==> config.mk <==
export PLATFORM = sky130hd
export DESIGN_NAME = m_pcpi_master
export DESIGN_NICKNAME = d
export VERILOG_FILES = /design/src/rtl/m_pcpi_master.sv
export SDC_FILE = /design/constraint.sdc
export NUM_CORES = 1
export LEC_CHECK = 0
export ABC_AREA = 1
export CORE_UTILIZATION = 45
export DETAILED_ROUTE_END_ITERATION = 10
export PLACE_DENSITY = 0.81
export SLEW_MARGIN = 30
export SYNTH_ARGS = -nofsm -noshare
export SYNTH_HDL_FRONTEND = slang
export SYNTH_SLANG_ARGS = --single-unit
==> constraint.sdc <==
create_clock -name clk -period 9.15 [get_ports clk]
set_clock_uncertainty 0.1 [all_clocks]
set_input_delay 2.745 -clock clk [delete_from_list [all_inputs] [get_ports clk]]
set_output_delay 2.745 -clock clk [all_outputs]
set_load 0.03 [all_outputs]
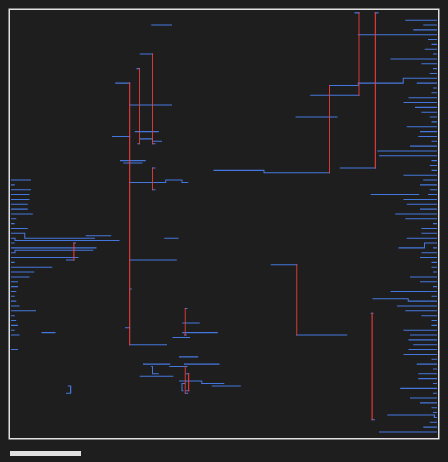
(images/metal_stack.png)
Bar = 20 µm. Only two layers are drawn.
legend:
  red:
    layer: met4
    wire_length: 291 µm
  blue:
    layer: met3
    wire_length: 1,020 µm
GRT Total Usage: 25.34%
Post-Route WL: 18.12 mm
routed wire length per instance: 17.67 µm
total via count after detailed routing: 5,331

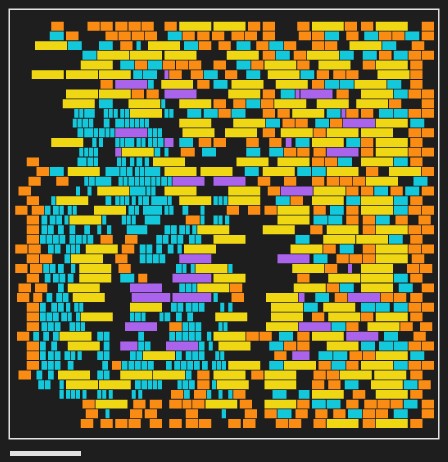
(images/cell_classes.png)
Bar = 20 µm.
legend:
  yellow:
    class: flip-flops
    cells: 142
  purple:
    class: clock drivers and dummy loads
    cells: 30
  cyan:
    class: all other logic
    cells: 405
  orange:
    class: other buffers and delay cells
    cells: 272
final design area excluding fillers: 9617 µm²
Floorplan Core Area: 13,450 µm²

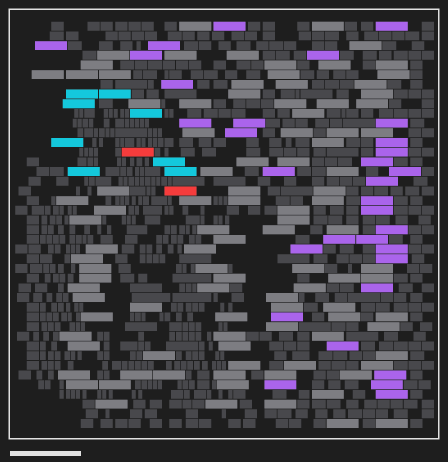
(images/registers.png)
Bar = 20 µm. Other sequential cells in the stronger grey, the rest of the logic in the fainter grey.
legend:
  cyan:
    netlist_name: cnt
    flops: 8
    where: top left
  purple:
    netlist_name: pcpi_instruction
    flops: 32
  red:
    netlist_name: state
    flops: 2
not coloured: 100
sequential fraction of total cell area: 36.95%
Util after Layout: 71.48%

==> flow_summary.json <==
{
  "run_status": "complete, no violations",
  "slowest_delay_ns": 0.48,
  "critical_path.max_fanout": 35,
  "yosys_reg_bits": 142,
  "clk_pin_slew_worst_paths_ns": 0.05,
  "cts-htree-levels": 4,
  "final_cell_mix": "266 x clkdlybuf4s50_1, 142 x dfrtp_1, 112 x nand2_1, 108 x nand3_1, 96 x mux2_2",
  "core_util_floorplan_pct": 46.70,
  "syn_to_final_growth_pct": 53.08,
  "clockBufferDepth": 2,
  "detailed_place_hpwl_mm": 13.09,
  "synth.yosys.chip_area_um2": 6282,
  "post-cts-setup-buffer-count": 0,
  "ctsHoldBuffers": 0,
  "place_inst": 995,
  "worstSetupEndpointType": "flop",
  "layout.area.seq_um2": 3553,
  "place_ws_ns": 3.724,
  "port_buffers": 267,
  "max_slew_margin_pct": 47.26,
  "grt_pass1_wl_mm": 27.94,
  "cts_buffers": 17,
  "ctsResizeCount": 0,
  "cts_tree": "done",
  "clock_buffer_count": 23,
  "critical_path_arrival_ns": 5.18,
  "critical_path.top_delay_family": "buffers and inverters",
  "fmaxAchievable_mhz": 200.3,
  "final_max_slew_viol_count": 0,
  "dominant_logic_cell_type_in_the_layout": "clkdlybuf4s50_1",
  "post-route-period-util_pct": 54.56,
  "fin_nets": 979,
  "max-cap-violations": 0,
  "via_count_of_the_first_global_routing_pass": 5255,
  "total_leakage_power_uw": 0.004194
}
-- routing by layer --
| layer | part of all wire, % | GRT usage (%) |
|---|---|---|
| met3 | 5.6 | 5.513 |
| met2 | 53 | 45.19 |
| met4 | 1.6 | 7.578 |
| met5 | 0 | 0 |
| met1 | 40 | 30.42 |
-- power groups by stage --
stage | logic, µW | registers [µW] | clock network (µW)
after global routing | 1950 | 1070 | 713
final | 1840 | 1040 | 680
after global placement | 1800 | 1030 | 0
after detailed placement | 1850 | 1050 | 0
after CTS | 1850 | 1040 | 688
after floorplan | 609 | 1560 | 0
-- cells in the mapped netlist --
master / count / area, µm²
a21oi_1: 4 / 20.02
nand2_1: 113 / 424.2
o21bai_1: 2 / 15.01
ha_1: 6 / 75.07
o21ai_1: 1 / 5.000
nor2_1: 19 / 71.32
xor2_1: 1 / 8.760
buf_1: 2 / 7.510
buf_4: 4 / 30.03
nor3_4: 1 / 16.27
buf_6: 3 / 33.78
o21ai_0: 37 / 185.2
mux2_2: 96 / 1081
clkinv_1: 1 / 3.750
clkbuf_1: 13 / 48.80
nand3b_1: 2 / 15.01
nand2_4: 1 / 11.26
inv_1: 10 / 37.54
dfrtp_1: 142 / 3553
nor3b_1: 2 / 15.01
inv_2: 1 / 3.750
nand3_1: 108 / 540.5
buf_2: 16 / 80.08
-- logic make-up (layout without fill, tap and decap cells) --
group                      count (synthesis)  after routing  share of synthesized area, %
buffers and inverters                     50            314                         3.904
DFF                                      142            142                         56.56
muxes                                     96             96                         17.21
and+or+nand+nor                          246            246                         17.41
xor gates and xnor gates                   1              1                        0.1394
adders and majority gates                  6              6                         1.195
AOI/OAI and AO/OA                         44             44                         3.585
Power is estimated from default activity; no workload was simulated.
